`src/rtl/frame_loader.sv`:
```
// -----------------------------------------------------------------------------
// frame_loader
//
// Receives a frame of bytes from a UART receiver, unpacks each byte LSB-first
// into PIX_BITS-wide words written to a frame RAM, launches the inference
// core once the frame is complete, and sends the core result back as one
// UART byte. A partial frame is abandoned (frame_err) on inter-byte silence
// or on a byte that arrives while the previous one is still being unpacked.
//
// Optional feature (macro FRAME_CHECKSUM_EN): a trailing checksum byte, the
// modulo-256 sum of the payload, follows the payload. It is not written to
// RAM. On a mismatch the core is skipped and 0xEE is transmitted instead.
//
// Ports
//   clk, rst_n     clock (rising edge), asynchronous active-low reset
//   rx_rdy/rx_data one-cycle strobe with a received byte
//   ram_we/ram_addr/ram_wdata  frame RAM write port
//   core_start     one-cycle pulse launching inference
//   core_done/core_result      one-cycle strobe with the inference result
//   tx_start/tx_data           one-cycle request to the UART transmitter
//   tx_rdy         transmitter idle
//   busy           high whenever a frame or response is in progress
//   frame_err      one-cycle pulse on timeout, overrun or checksum failure
// -----------------------------------------------------------------------------
module frame_loader #(
  parameter int FRAME_BYTES = 98,
  parameter int PIX_BITS    = 1,
  parameter int ADDR_W      = 10,
  parameter int RESULT_W    = 4,
  parameter int TIMEOUT_CYC = 50000
) (
  input  logic                clk,
  input  logic                rst_n,
  input  logic                rx_rdy,
  input  logic [7:0]          rx_data,
  output logic                ram_we,
  output logic [ADDR_W-1:0]   ram_addr,
  output logic [PIX_BITS-1:0] ram_wdata,
  output logic                core_start,
  input  logic                core_done,
  input  logic [RESULT_W-1:0] core_result,
  output logic                tx_start,
  output logic [7:0]          tx_data,
  input  logic                tx_rdy,
  output logic                busy,
  output logic                frame_err
);

  localparam int SLICES  = 8 / PIX_BITS;
  localparam int SLICE_W = (SLICES > 1) ? $clog2(SLICES) : 1;
  localparam int CNT_W   = $clog2(FRAME_BYTES + 2);
  localparam int TMO_W   = $clog2(TIMEOUT_CYC + 1);

  if (!(PIX_BITS == 1 || PIX_BITS == 2 || PIX_BITS == 4 || PIX_BITS == 8)) begin : g_bad_pix
    $error("frame_loader: PIX_BITS must be 1, 2, 4 or 8");
  end
  if (FRAME_BYTES * SLICES > (1 << ADDR_W)) begin : g_bad_addr
    $error("frame_loader: frame does not fit in 2**ADDR_W words");
  end

  typedef enum logic [2:0] {
    S_IDLE, S_RX_WAIT, S_UNPACK, S_CORE, S_TX, S_TX_WAIT
  } state_t;

  state_t              r_state;
  logic [7:0]          r_shift;      // bits of the current byte not yet written
  logic [SLICE_W-1:0]  r_slice;      // index of the slice currently on the RAM port
  logic [CNT_W-1:0]    r_byte_cnt;
  logic [TMO_W-1:0]    r_idle_cnt;
  logic [RESULT_W-1:0] r_result;
  logic                r_tx_first;   // first TX_WAIT cycle; tx_rdy has not dropped yet
  logic                r_ram_we;
  logic [ADDR_W-1:0]   r_ram_addr;
  logic [PIX_BITS-1:0] r_ram_wdata;
  logic                r_core_start;
  logic                r_tx_start;
  logic [7:0]          r_tx_data;
  logic                r_busy;
  logic                r_frame_err;
`ifdef FRAME_CHECKSUM_EN
  logic [7:0]          r_sum;
  logic                r_cs_err;
`endif

  // NOTE: every register here is assigned with <= so all of them update from
  // the same pre-edge values; blocking assignments would make the result
  // depend on statement order.
  always_ff @(posedge clk or negedge rst_n) begin
    if (!rst_n) begin
      r_state      <= S_IDLE;
      r_shift      <= '0;
      r_slice      <= '0;
      r_byte_cnt   <= '0;
      r_idle_cnt   <= '0;
      r_result     <= '0;
      r_tx_first   <= 1'b0;
      r_ram_we     <= 1'b0;
      r_ram_addr   <= '0;
      r_ram_wdata  <= '0;
      r_core_start <= 1'b0;
      r_tx_start   <= 1'b0;
      r_tx_data    <= '0;
      r_busy       <= 1'b0;
      r_frame_err  <= 1'b0;
`ifdef FRAME_CHECKSUM_EN
      r_sum        <= '0;
      r_cs_err     <= 1'b0;
`endif
    end else begin
      r_core_start <= 1'b0;
      r_tx_start   <= 1'b0;
      r_frame_err  <= 1'b0;
      if (rx_rdy) r_idle_cnt <= '0;

      case (r_state)
        S_IDLE: begin
          if (rx_rdy) begin
            // First slice goes to the RAM port straight away, so UNPACK
            // lasts exactly SLICES cycles.
            r_shift     <= rx_data >> PIX_BITS;
            r_ram_wdata <= rx_data[PIX_BITS-1:0];
            r_ram_we    <= 1'b1;
            r_ram_addr  <= '0;
            r_slice     <= '0;
            r_byte_cnt  <= '0;
            r_busy      <= 1'b1;
            r_state     <= S_UNPACK;
`ifdef FRAME_CHECKSUM_EN
            r_sum       <= rx_data;
            r_cs_err    <= 1'b0;
`endif
          end
        end

        S_RX_WAIT: begin
          if (rx_rdy) begin
`ifdef FRAME_CHECKSUM_EN
            if (r_byte_cnt == CNT_W'(FRAME_BYTES)) begin
              r_byte_cnt <= r_byte_cnt + CNT_W'(1);
              if (rx_data == r_sum) begin
                r_core_start <= 1'b1;
                r_state      <= S_CORE;
              end else begin
                r_frame_err <= 1'b1;
                r_cs_err    <= 1'b1;
                r_state     <= S_TX;
              end
            end else
`endif
            begin
              r_shift     <= rx_data >> PIX_BITS;
              r_ram_wdata <= rx_data[PIX_BITS-1:0];
              r_ram_we    <= 1'b1;
              r_ram_addr  <= r_ram_addr + ADDR_W'(1);
              r_slice     <= '0;
              r_state     <= S_UNPACK;
`ifdef FRAME_CHECKSUM_EN
              r_sum       <= r_sum + rx_data;
`endif
            end
          end else if (r_idle_cnt == TMO_W'(TIMEOUT_CYC - 1)) begin
            r_idle_cnt  <= '0;
            r_frame_err <= 1'b1;
            r_busy      <= 1'b0;
            r_state     <= S_IDLE;
          end else begin
            r_idle_cnt <= r_idle_cnt + TMO_W'(1);
          end
        end

        S_UNPACK: begin
          if (rx_rdy) begin
            // Overrun: the previous byte is still being written out.
            r_ram_we    <= 1'b0;
            r_frame_err <= 1'b1;
            r_busy      <= 1'b0;
            r_state     <= S_IDLE;
          end else if (r_slice == SLICE_W'(SLICES - 1)) begin
            r_ram_we   <= 1'b0;
            r_byte_cnt <= r_byte_cnt + CNT_W'(1);
            if (r_byte_cnt == CNT_W'(FRAME_BYTES - 1)) begin
`ifdef FRAME_CHECKSUM_EN
              r_state      <= S_RX_WAIT;
`else
              r_core_start <= 1'b1;
              r_state      <= S_CORE;
`endif
            end else begin
              r_state <= S_RX_WAIT;
            end
          end else begin
            r_ram_addr  <= r_ram_addr + ADDR_W'(1);
            r_ram_wdata <= r_shift[PIX_BITS-1:0];
            r_shift     <= r_shift >> PIX_BITS;
            r_slice     <= r_slice + SLICE_W'(1);
          end
        end

        S_CORE: begin
          if (core_done) begin
            r_result <= core_result;
            r_state  <= S_TX;
          end
        end

        S_TX: begin
          if (tx_rdy) begin
            r_tx_start <= 1'b1;
`ifdef FRAME_CHECKSUM_EN
            r_tx_data  <= r_cs_err ? 8'hEE : 8'(r_result);
`else
            r_tx_data  <= 8'(r_result);
`endif
            r_tx_first <= 1'b1;
            r_state    <= S_TX_WAIT;
          end
        end

        S_TX_WAIT: begin
          if (r_tx_first) begin
            r_tx_first <= 1'b0;
          end else if (tx_rdy) begin
            r_busy  <= 1'b0;
            r_state <= S_IDLE;
          end
        end

        default: begin
          r_ram_we <= 1'b0;
          r_busy   <= 1'b0;
          r_state  <= S_IDLE;
        end
      endcase
    end
  end

  assign ram_we     = r_ram_we;
  assign ram_addr   = r_ram_addr;
  assign ram_wdata  = r_ram_wdata;
  assign core_start = r_core_start;
  assign tx_start   = r_tx_start;
  assign tx_data    = r_tx_data;
  assign busy       = r_busy;
  assign frame_err  = r_frame_err;

endmodule

```
`config.mk`:
```
export PLATFORM = sky130hd
export DESIGN_NAME = frame_loader
export DESIGN_NICKNAME = d
export VERILOG_FILES = /design/src/rtl/frame_loader.sv
export SDC_FILE = /design/constraint.sdc
export NUM_CORES = 1
export LEC_CHECK = 0
export CAP_MARGIN = 20
export CORE_MARGIN = 5
export CORE_UTILIZATION = 45
export CTS_CLUSTER_DIAMETER = 60
export CTS_CLUSTER_SIZE = 16
export DETAILED_ROUTE_END_ITERATION = 12
export HOLD_SLACK_MARGIN = 0.08
export PLACE_DENSITY = 0.72
export SETUP_SLACK_MARGIN = 0.5
export SLEW_MARGIN = 10
export SYNTH_ARGS = -nofsm -noshare
export SYNTH_HDL_FRONTEND = slang
export SYNTH_SLANG_ARGS = --single-unit
```
`constraint.sdc`:
```
create_clock -name clk -period 2.7 [get_ports clk]
set_input_delay 0.27 -clock clk [delete_from_list [all_inputs] [get_ports clk]]
set_output_delay 0.27 -clock clk [all_outputs]
set_load 0.1 [all_outputs]
```
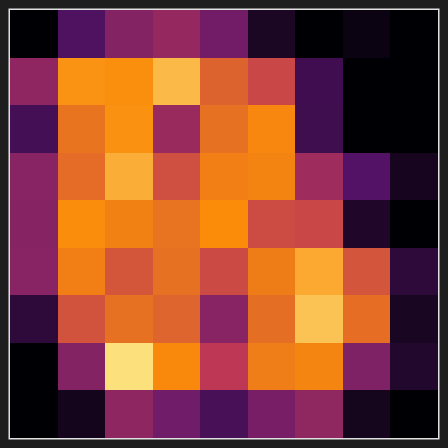
Fig. 1. Cell area per tile (run 1).
9 x 9 tiles, from black (low) to pale yellow (high), 0 to 100% covered.
fullest tile: 93%
mean over tiles: 42%
densest ninth of the die: middle

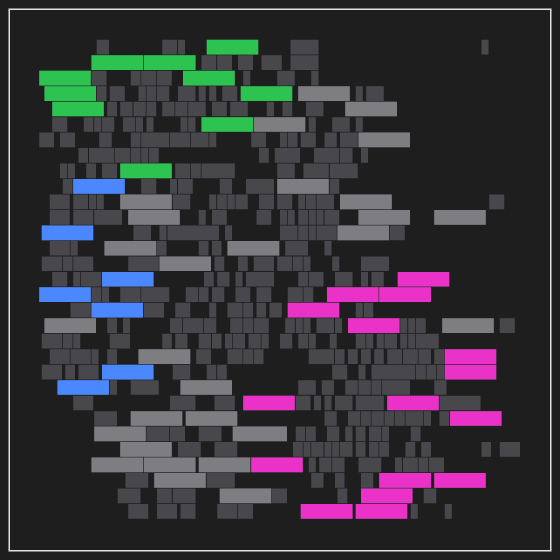
Fig. 2. Sequential cells colored by netlist name (run 1).
Other sequential cells in the stronger gray, the rest of the logic in the fainter gray.
legend:
  green:
    signal: ram_addr
    placed_flops: 10
  blue:
    signal: r_shift
    placed_flops: 7
    where: left middle
  magenta:
    signal: r_idle_cnt
    placed_flops: 16
not colored: 28

==> job_summary.md, run 1 <==
## PnR job results

| Metric | Value |
|---|---|
| Outcome | `finished clean` |
| TritonCTS clock tree | `yes` |
| Worst Path Required | `between 2 and 3 ns` |
| Initial antenna violation count | `0` |
| Max-cap violation count | `0` |
| Origin of the critical flop-to-flop path | `r_idle_cnt[13]` |
| CP Class | `flop to flop` |
| Crit. End Element | `flop` |
| Post-Layout Cell Count | `491` |
| Tool Warnings | `27` |
| Top reg by flops | `r_idle_cnt` |
| Critical path data arrival time | `2.33 ns` |
| RD Place Congestion | `~0.85` |
| Starting Density | `0.455` |
| Longest Clk Path Bufs | `2` |
| Top-area cell type share of the netlist area | `0.470` |
| Synth warnings | `0` |
| Crit path max-delay family | `simple AND/OR/NAND/NOR gates` |
| CP max-delay cell | `or4_4` |
| Post-Syn Instances | `343` |
| # fillers | `approximately 650` |
| Iter 0 DRT Violations | `106` |
| Cts-stage hold buffer count | `1` |
| Num ports | `41` |
| Layout Utilization | `0.547` |
| Fmax | `around 480 MHz` |
| Gate Area | `1600 sq um` |
| Cell area after synthesis | `~3200 sq um` |
| Post-synth EDFFs | `0` |
| Largest register FFs | `16` |
| Cells after DPL | `~470` |
| Placed Area | `about 3700 sq um` |
| Cell variety after synth | `about 54` |
| DRC viols | `0` |
| Worst vdd ir | `0.713 mV` |
| Max_slew headroom | `0.537` |
| Die X | `94.9 um` |
| Setup violators final | `0` |
| Stages on the worst setup path | `5` |
| Root Driver | `clkbuf_8` |
| Largest net degree at the start of global routing | `32` |
| Most common logic cell in the routed design | `dfrtp_1` |
| # Cells Yosys | `roughly 340` |
| Reg2reg path depth | `5` |
| Placed wire-length estimate | `5.00 mm` |
| Crit path time final | `2.09 ns` |
| Antenna Cells | `0` |
| DIE AREA | `~9000 sq um` |
| Core Region | `7140 sq um` |
| Top cells excl fill/tap | `dfrtp_1, buf_4, nand2_1` |
| Seq pwr share | `0.361` |
| CP Buf/Inv Count | `0` |
| Seq. cell area | `1530 sq um` |
| Dpl ws | `0.552 ns` |
| Sw frac | `0.428` |
| DIE HEIGHT | `94.9 um` |
| Synth cell count leaders | `dfrtp_1, nand2_1, nor2_1` |
| Clock power share | `0.210` |
| Final ANT Viol Nets | `0` |
| Clock Skew | `around 0.0047 ns` |
| Routed WL | `6.98 mm` |
| Max FO, Critical Path | `7` |
| Total iterations of the first detailed-routing run | `5` |
| Static leakage | `1.68 nW` |
| DR vias | `~2700` |
| Setup Buffers After CTS | `0` |
| Final Hold Viols | `0` |
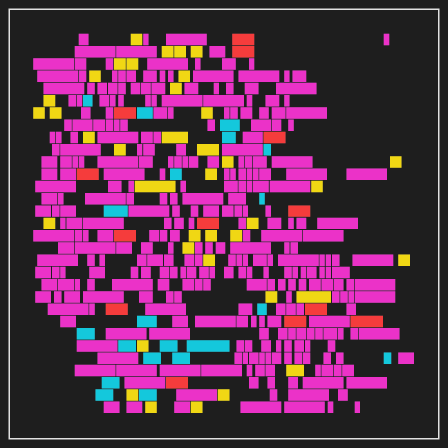
Fig. 3. Drive-strength map (run 1).
legend:
  red:
    size: drive 6 and up
    cells: 13
    share: 3.3%
  cyan:
    size: drive 2
    cells: 20
    share: 5.1%
  yellow:
    size: drive 3 to 4
    cells: 38
    share: 9.7%
  magenta:
    size: drive 1 or less
    cells: 321
    share: 82%

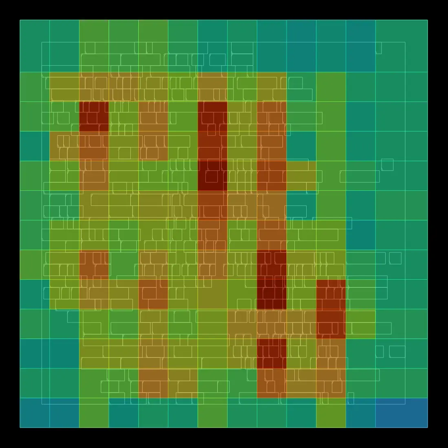
Fig. 4. Track usage over the die (run 1).
met2 Usage GRT: 0.249
busiest layer in global routing: met2

-- run 1: kinds of logic (layout without fill, tap and decap cells) --
group                    count (synthesis)  in the layout  synth area share
AND/OR/NAND/NOR                        137            137             0.227
AND-OR/OR-AND                           81             81             0.155
flip-flops                              61             61             0.470
buffers and inverters                   32             78            0.0466
multiplexers                            16             16            0.0524
XOR/XNOR                                 9              9            0.0243
adder cells (fa/ha/maj)                  6              6            0.0231
other                                    1              4           0.00116
-- run 1: per-layer routing --
metal / GRT usage / wire length (um) / vias to the layer above
met3: 0.0438 / 386 / 15
li1: - / - / 1310
met1: 0.228 / 3180 / 1298
met4: 0.0841 / 164 / 0
met2: 0.249 / 3240 / 86
met5: 0 / 0 / -
-- run 1: cell type report --
cell class | instances | area share
Multi-Input combinational cell | 253 | 0.409
Sequential cell | 61 | 0.391
Timing Repair Buffer | 51 | 0.111
Clock buffer | 14 | 0.0442
Tap cell | 99 | 0.0317
Inverter | 12 | 0.0115
Clock inverter | 1 | 0.00128
-- run 1: power groups by stage --
stage	Clock, mW	Combinational [mW]	Sequential [mW]
5_1_grt	0.804	1.65	1.30
3_3_place_gp	0	1.46	1.28
3_5_place_dp	0	1.48	1.29
4_1_cts	0.763	1.49	1.27
6_report	0.742	1.51	1.28
2_1_floorplan	0	0.787	1.61
-- run 1: worst paths after layout --
| kind | slack [ns] | endpoint |
|---|---|---|
| max | 0.61 | r_idle_cnt[12] |
| min | 0.48 | r_shift[6] |
| max reg2reg | 0.61 | r_idle_cnt[12] |
| min reg2reg | 0.48 | r_shift[6] |
| max in group asynchronous | 1.59 | r_slice[2] |
| min in group asynchronous | 0.50 | r_idle_cnt[14] |
-- run 1: worst min-delay path, delay by kind of cell (launching register included) --
family           cells  cell delay (ns)
DFF                  1             0.35
and+or+nand+nor      2             0.10
==> run 1 -> run 2 <==
PLACE_DENSITY = 0.75   (was 0.72)
clock period = 1.85 ns   (was 2.7 ns; I/O delays follow)
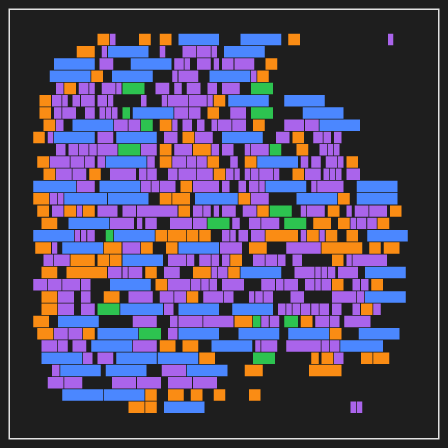
Fig. 5. Placement by cell class (run 2).
legend:
  green:
    class: clock drivers and dummy loads
    cells: 16
    share_of_their_area: 3.8%
  purple:
    class: all other logic
    cells: 265
    share_of_their_area: 43%
  orange:
    class: other buffers and delay cells
    cells: 104
    share_of_their_area: 20%
  blue:
    class: flip-flops
    cells: 61
    share_of_their_area: 33%

==> run 2 against run 1 <==
Maximum frequency increased by 1.9%. Total power grew 75%. The flow now finishes with violations (negative setup slack). Critical path type unchanged. Clock power is 43% higher.
==> job_summary.md, run 2 <==
## PnR job results

| Metric | Value |
|---|---|
| Outcome | `finished with violations` |
| Failing checks | `negative setup slack` |
| Clock Skew | `0.00810 ns (+0.00341 ns)` |
| Startpoint types | `flop` |
| Worst vdd ir | `0.991 mV (+39%)` |
| AND/OR/NAND/NOR Cells, Area Fraction | `0.227 (unchanged)` |
| Initial antenna violation count | `0 (unchanged)` |
| Post-synth ARST share | `1.00` |
| Synth warnings | `0 (unchanged)` |
| Multiplexer share | `0.0524 (unchanged)` |
| Hold Slack | `~0.38 ns` |
| Nets | `464` |
| Max FO, Critical Path | `6 (-1)` |
| Iter 0 DRT Violations | `166 (+57%)` |
| Max-cap violation count | `0 (unchanged)` |
| First-pass GRT wire length | `13.5 mm` |
| Busiest layer in global routing | `met2` |
| GR Overflow Total | `0` |
| TritonCTS clock tree | `yes` |
| Final ANT Viol Nets | `0 (unchanged)` |
| Grt met3 use | `0.0526 (+0.00876)` |
| DIE AREA | `9010 sq um (unchanged)` |
| Static leakage | `2.12 nW (+26%)` |
| CP Class | `flop to flop` |
| Reg2reg path depth | `9 (+4)` |
| Dpl ws | `-0.156 ns (-0.708 ns)` |
| Overall routing resource usage | `0.195` |
| Post-Syn Instances | `343 (unchanged)` |
| Gate Area | `1960 sq um (+23%)` |
| Cell area after synthesis | `3250 sq um (unchanged)` |
| Crit. End Element | `flop` |
| Crit-path cells | `ha_2, ha_4, or4b_4, a21oi_4, buf_4, buf_6, o21ai_2, nand2_1, o21ai_1` |
| DRC viols | `0 (unchanged)` |
| Die X | `94.9 um (unchanged)` |
| M1 GR Usage | `0.228 (-0.000275)` |
| Antenna Cells | `0 (unchanged)` |
| Placed wire-length estimate | `5.60 mm (+12%)` |
| Longest Clk Path Bufs | `2 (unchanged)` |
| CP Buf/Inv Count | `2 (+2)` |
| RD Place Congestion | `0.896 (+5.3%)` |
| Critical path data arrival time | `2.28 ns (-0.05 ns)` |
| AO/OA Area Share | `0.155 (unchanged)` |
| Largest register FFs | `16 (unchanged)` |
| Setup crit end | `ram_addr[2]` |
| Worst R2R Setup Slack | `-0.20 ns (-0.81 ns)` |
| Seq. cell area | `1530 sq um (+0.33%)` |
| Top reg by flops | `r_idle_cnt` |
| Core Region | `7140 sq um (unchanged)` |
| Crit path max-delay family | `simple AND/OR/NAND/NOR gates` |
| Synth logic family | `simple AND/OR/NAND/NOR gates` |
| Starting Density | `0.455 (unchanged)` |
| Worst Slack Setup Final | `-0.200 ns` |
| Met2 Usage GRT | `0.333 (+0.0840)` |
| Post-synth EDFFs | `0 (unchanged)` |
| Root Driver | `clkbuf_8` |
| Worst Path Required | `2.08 ns (-0.86 ns)` |
| Top cells excl fill/tap | `buf_4, dfrtp_1, nor2_1` |
| Mean post-synth cell area | `9.46 sq um` |
| Total iterations of the first detailed-routing run | `4 (-1)` |
| Post-synthesis xor/xnor area fraction | `0.0243 (unchanged)` |
| Leading area contributor after synthesis | `dfrtp_1` |
| Fa+ha+maj area frac | `0.0231 (unchanged)` |
| Cell variety after synth | `54 (unchanged)` |
| Tool Warnings | `30 (+11%)` |
| CP max-delay cell | `or4b_4` |
| Synth cell count leaders | `dfrtp_1, nand2_1, nor2_1` |
| Crit path time final | `2.05 ns (-0.0392 ns)` |
| CTS buffer count | `9` |
| R2R Path End | `ram_addr[2]` |
| Top-area cell type share of the netlist area | `0.470 (unchanged)` |
| Avg WL per Cell | `between 15 and 20 um` |
| Setup Buffers After CTS | `11 (+11)` |
| Routed WL | `8.86 mm (+27%)` |
| Largest net degree at the start of global routing | `41 (+28%)` |
| # fillers | `542 (-17%)` |
| Top cells by area | `dfrtp_1, o21ai_0, nand2_1, nor2_1, mux2_2` |
| Final Hold Viols | `0 (unchanged)` |
| Num ports | `41 (unchanged)` |
| DR vias | `3011 (+11%)` |
| Origin of the critical flop-to-flop path | `r_slice[0]` |
| Setup violators final | `25 (+25)` |
| DIE HEIGHT | `94.9 um (unchanged)` |
| Max_slew headroom | `0.672 (+0.135)` |
| Layout Utilization | `0.667 (+0.120)` |
| Stages on the worst setup path | `9 (+4)` |
| Fmax | `488 MHz (+1.9%)` |
| # Cells Yosys | `343 (unchanged)` |
| Most common logic cell in the routed design | `buf_4` |
| Cts-stage hold buffer count | `1 (unchanged)` |
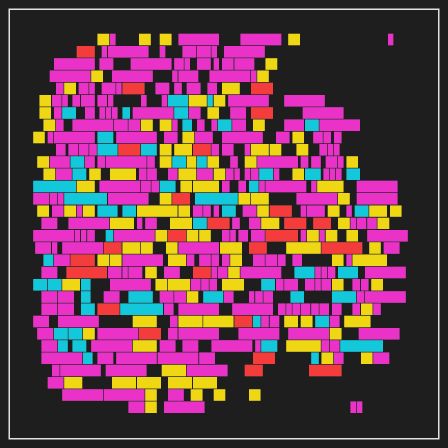
Fig. 6. Drive-strength map (run 2).
legend:
  cyan:
    size: drive 2
    cells: 53
    share: 12%
  yellow:
    size: drive 3 to 4
    cells: 111
    share: 25%
  red:
    size: drive 6 and up
    cells: 25
    share: 5.6%
  magenta:
    size: drive 1 or less
    cells: 257
    share: 58%

==> run 2: cell counts after synthesis <==
Identical to the previous run, type by type.
==> run 2: report_power, final <==
group	internal [mW]	switching, mW	leakage, nW
registers	1.62	0.245	0.806
clock network	0.517	0.546	0.0880
logic	1.35	1.93	1.22
==> run 2: cells by family (layout without fill, tap and decap cells) <==
kind of cell,after synthesis,after routing
multiplexers,16,16
AND-OR/OR-AND,81,81
adder cells (fa/ha/maj),6,6
AND/OR/NAND/NOR,137,137
XOR/XNOR,9,9
other,1,4
buffers and inverters,32,132
flip-flops,61,61
==> run 2: worst min-delay path by stage <==
stage                from       endpoint
detailed placement  rst_n  r_idle_cnt[4]
global placement    rst_n  r_idle_cnt[4]
floorplan           rst_n           busy
finish              rst_n  r_idle_cnt[4]
global route        rst_n  r_idle_cnt[4]
CTS                 rst_n  r_idle_cnt[3]
==> run 2: tightest hold or removal path, delay by kind of cell <==
kind	cells	cell delay, ns
buffers and inverters	3	0.90
==> run 2: area by class of cell <==
| class | count | share of cell area |
|---|---|---|
| multi-input combinational | 253 | 0.411 |
| clock inverter | 6 | 0.00815 |
| timing repair buffer | 104 | 0.194 |
| sequential | 61 | 0.322 |
| inverter | 12 | 0.00998 |
| tap | 99 | 0.0260 |
| clock buffer | 10 | 0.0289 |
==> run 2: through the flow <==
| step | cell area (sq um) | cells |
|---|---|---|
| 6_report | 4760 | 545 |
| 3_5_place_dp | 4020 | 507 |
| 2_1_floorplan | 3380 | 346 |
| 5_1_grt | 4760 | 545 |
| 4_1_cts | 4460 | 536 |
| 3_3_place_gp | 4020 | 507 |
==> run 2: routing by layer <==
metal	part of all wire	routed length, um
met5	0	0
met4	0.016	141
met3	0.040	356
met2	0.53	4720
met1	0.41	3640
==> run 2 -> run 3 <==
ABC_CLOCK_PERIOD_IN_PS = 1850   (was unset)
CORE_MARGIN = 4   (was 5)
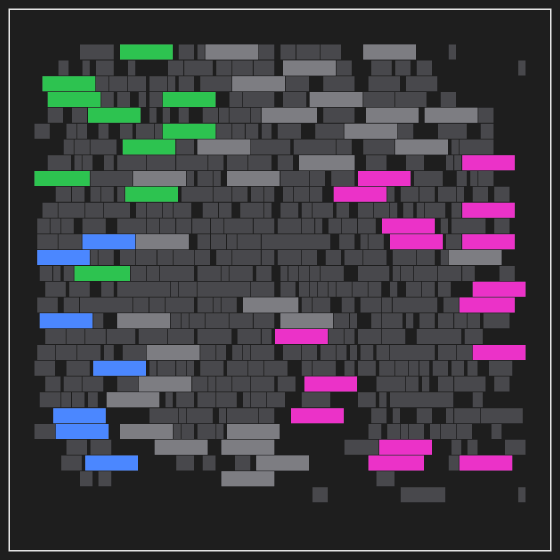
Fig. 7. Sequential cells colored by netlist name (run 3).
Other sequential cells in the stronger gray, the rest of the logic in the fainter gray.
legend:
  blue:
    signal: r_shift
    placed_flops: 7
  green:
    signal: ram_addr
    placed_flops: 10
    where: top left
  magenta:
    signal: r_idle_cnt
    placed_flops: 16
not colored: 28

==> run 3 against run 2 <==
The run still ends with negative setup slack left. Worst setup slack got worse by 0.027 ns. Critical path depth shrank 2. Final area up 6.0%. Core utilization grew 6.4 points. Hold slack lost 0.041 ns. Flip-flop count is the same. Critical endpoint is now ram_addr[6].
==> job_summary.md, run 3 <==
## PnR job results

| Metric | Value |
|---|---|
| Placed Area | `4050 sq um (+0.84%)` |
| Sw frac | `0.420 (-0.0182)` |
| Crit-path cells | `ha_2, ha_4, or4b_4, a21o_4, a21oi_2, nand2b_4, o31ai_2` |
| Placed wire-length estimate | `5.52 mm (-1.5%)` |
| M1 GR Usage | `0.253 (+0.0254)` |
| Nets | `484 (+4.3%)` |
| Seq pwr share | `0.280 (-0.020)` |
| Power of the combinational group | `3.52 mW (+7.6%)` |
| P_int | `3.86 mW (+11%)` |
| Cells after DPL | `509 (+0.39%)` |
| Worst Path Required | `2.09 ns (about the same)` |
| Final Hold Viols | `0 (unchanged)` |
| Longest Clk Path Bufs | `2 (unchanged)` |
| CP max-delay cell | `or4b_4` |
| Finished Cell Area | `5050 sq um (+6.0%)` |
| Worst vdd ir | `1.02 mV (+2.8%)` |
| Hold Slack | `0.337 ns (-0.0411 ns)` |
| Dpl ws | `-0.176 ns (-0.0193 ns)` |
| Synth cell count leaders | `dfrtp_1, nand2_1, nor2_1` |
| Overall routing resource usage | `0.217 (+0.0224)` |
| Seq power | `1.87 mW (about the same)` |
| DR vias | `3196 (+6.1%)` |
| Final ANT Viol Nets | `0 (unchanged)` |
| Max-slew violations | `0` |
| Largest net degree at the start of global routing | `62 (+51%)` |
| DRC viols | `0 (unchanged)` |
| Met2 Usage GRT | `0.387 (+0.0540)` |
| Top cells excl fill/tap | `buf_4, dfrtp_1, nor2_1` |
| H-Tree Depth | `3` |
| # Cells Yosys | `343 (unchanged)` |
| Static leakage | `2.31 nW (+9.0%)` |
| Core Region | `6910 sq um (-3.2%)` |
| CTS buffer count | `9 (unchanged)` |
| Setup TNS | `-3.30 ns` |
| Iter 0 DRT Violations | `190 (+14%)` |
| Startpoint types | `flop` |
| Post-synth EDFFs | `0 (unchanged)` |
| Tool Warnings | `30 (unchanged)` |
| Clock power share | `0.190 (+0.019)` |
| Top cells by area | `dfrtp_1, o21ai_0, nand2_1, nor2_1, mux2_2` |
| Setup violators final | `26 (+4.0%)` |
| Failing checks | `negative setup slack` |
| Cell area after synthesis | `3250 sq um (unchanged)` |
| Post-synth ARST share | `1.00 (unchanged)` |
| Max FO, Critical Path | `5 (-1)` |
| Die X | `92.9 um (-2.1%)` |
| CP Class | `flop to flop` |
| Mean post-synth cell area | `9.46 sq um (unchanged)` |
| Max-cap violation count | `0 (unchanged)` |
| Leading area contributor after synthesis | `dfrtp_1` |
| DIE AREA | `8640 sq um (-4.2%)` |
| Largest register FFs | `16 (unchanged)` |
| Outcome | `finished with violations` |
| Avg WL per Cell | `18.0 um (+11%)` |
| Post-Layout Cell Count | `562 (+3.1%)` |
| Clk power | `1.27 mW (+20%)` |
| Post-Syn Instances | `343 (unchanged)` |
| Layout Utilization | `0.731 (+0.0635)` |
| First-pass GRT wire length | `14.7 mm (+9.3%)` |
| Gate power share | `0.529 (about the same)` |
| GR Overflow Total | `0 (unchanged)` |
| Top-area cell type share of the netlist area | `0.470 (unchanged)` |
| Num ports | `41 (unchanged)` |
| Initial antenna violation count | `0 (unchanged)` |
| RD Place Congestion | `0.835 (-6.8%)` |
| Clock Skew | `0.00922 ns (+0.00112 ns)` |
| DIE HEIGHT | `92.9 um (-2.1%)` |
| Grt met3 use | `0.0536 (+0.00103)` |
| Starting Density | `0.470 (+0.0152)` |
| Clock slew at reported path FFs | `0.07 ns` |
| Most common logic cell in the routed design | `buf_4` |
| Crit. End Element | `flop` |
| Top reg by flops | `r_idle_cnt` |
| Routed WL | `10.1 mm (+15%)` |
| Busiest layer in global routing | `met2` |
| # fillers | `467 (-14%)` |
| Critical path data arrival time | `2.31 ns (+0.03 ns)` |
| Crit path time final | `2.08 ns (+0.0266 ns)` |
| Synth warnings | `0 (unchanged)` |
| Fmax | `481 MHz (-1.3%)` |
| TritonCTS clock tree | `yes` |
| Antenna Cells | `0 (unchanged)` |
| Worst Slack Setup Final | `-0.227 ns (-0.0266 ns)` |
| Root Driver | `clkbuf_8` |
| Total iterations of the first detailed-routing run | `4 (unchanged)` |
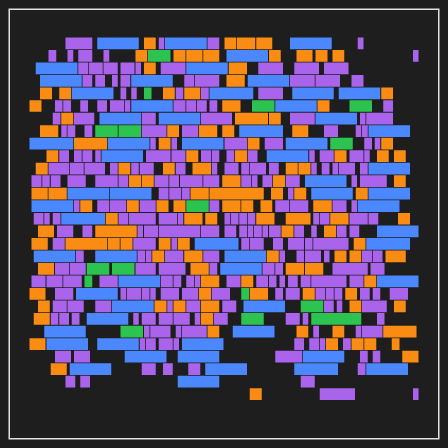
Fig. 8. Placement by cell class (run 3).
legend:
  green:
    class: clock drivers and dummy loads
    cells: 16
    share_of_their_area: 4.3%
  orange:
    class: other buffers and delay cells
    cells: 123
    share_of_their_area: 23%
  blue:
    class: flip-flops
    cells: 61
    share_of_their_area: 31%
  purple:
    class: all other logic
    cells: 266
    share_of_their_area: 41%

run 3: cell counts after synthesis:
No cell type changed its count.
run 3: final timing paths:
path,startpoint,end,slack (ns),cells past startpoint
min in group asynchronous,rst_n,r_idle_cnt[7],0.37,3
max reg2reg,r_slice[0],ram_addr[6],-0.23,7
min reg2reg,r_shift[6],r_shift[6],0.49,2
min,rx_rdy,r_byte_cnt[2],0.34,3
max in group asynchronous,rst_n,r_state[1],1.18,3
max,r_slice[0],ram_addr[6],-0.23,7
run 3: cell families (layout without fill, tap and decap cells):
logic type,count (synthesis),after routing,synth area share
AND/OR/NAND/NOR,137,137,0.227
buffers and inverters,32,151,0.0466
adder cells (fa/ha/maj),6,6,0.0231
other,1,4,0.00116
XOR/XNOR,9,9,0.0243
flip-flops,61,61,0.470
multiplexers,16,16,0.0524
AND-OR/OR-AND,81,82,0.155
run 3: cell type report:
class	count	area [sq um]	share of cell area
Clock buffer	12	165	0.0327
Clock inverter	4	45.0	0.00892
Inverter	12	45.0	0.00892
Multi-Input combinational cell	254	1990	0.393
Sequential cell	61	1540	0.304
Tap cell	96	120	0.0238
Timing Repair Buffer	123	1150	0.228
run 3: critical path, delay by kind of cell (launching register included):
family                   cells  cell delay [ns]
AND-OR/OR-AND                3             0.51
AND/OR/NAND/NOR              2             0.69
adder cells (fa/ha/maj)      2             0.37
flip-flops                   1             0.40
run 3: metal layers:
layer  routed length [um]  part of all wire
met5                    0                 0
met4                  168             0.017
met3                  449             0.044
met2                 5480              0.54
met1                 4040              0.40
run 3: timing repair:
item                                    4_1_cts  5_1_grt
cloned                                        1        3
hold endpoints to repair                     61        0
endpoints found under the setup margin       56       61
setup buffers                                19       13
gates resized                                64       57
hold buffers                                  1        0
pin swaps                                    24       17
No activity file was given, so power comes from the tool's default toggle rates.
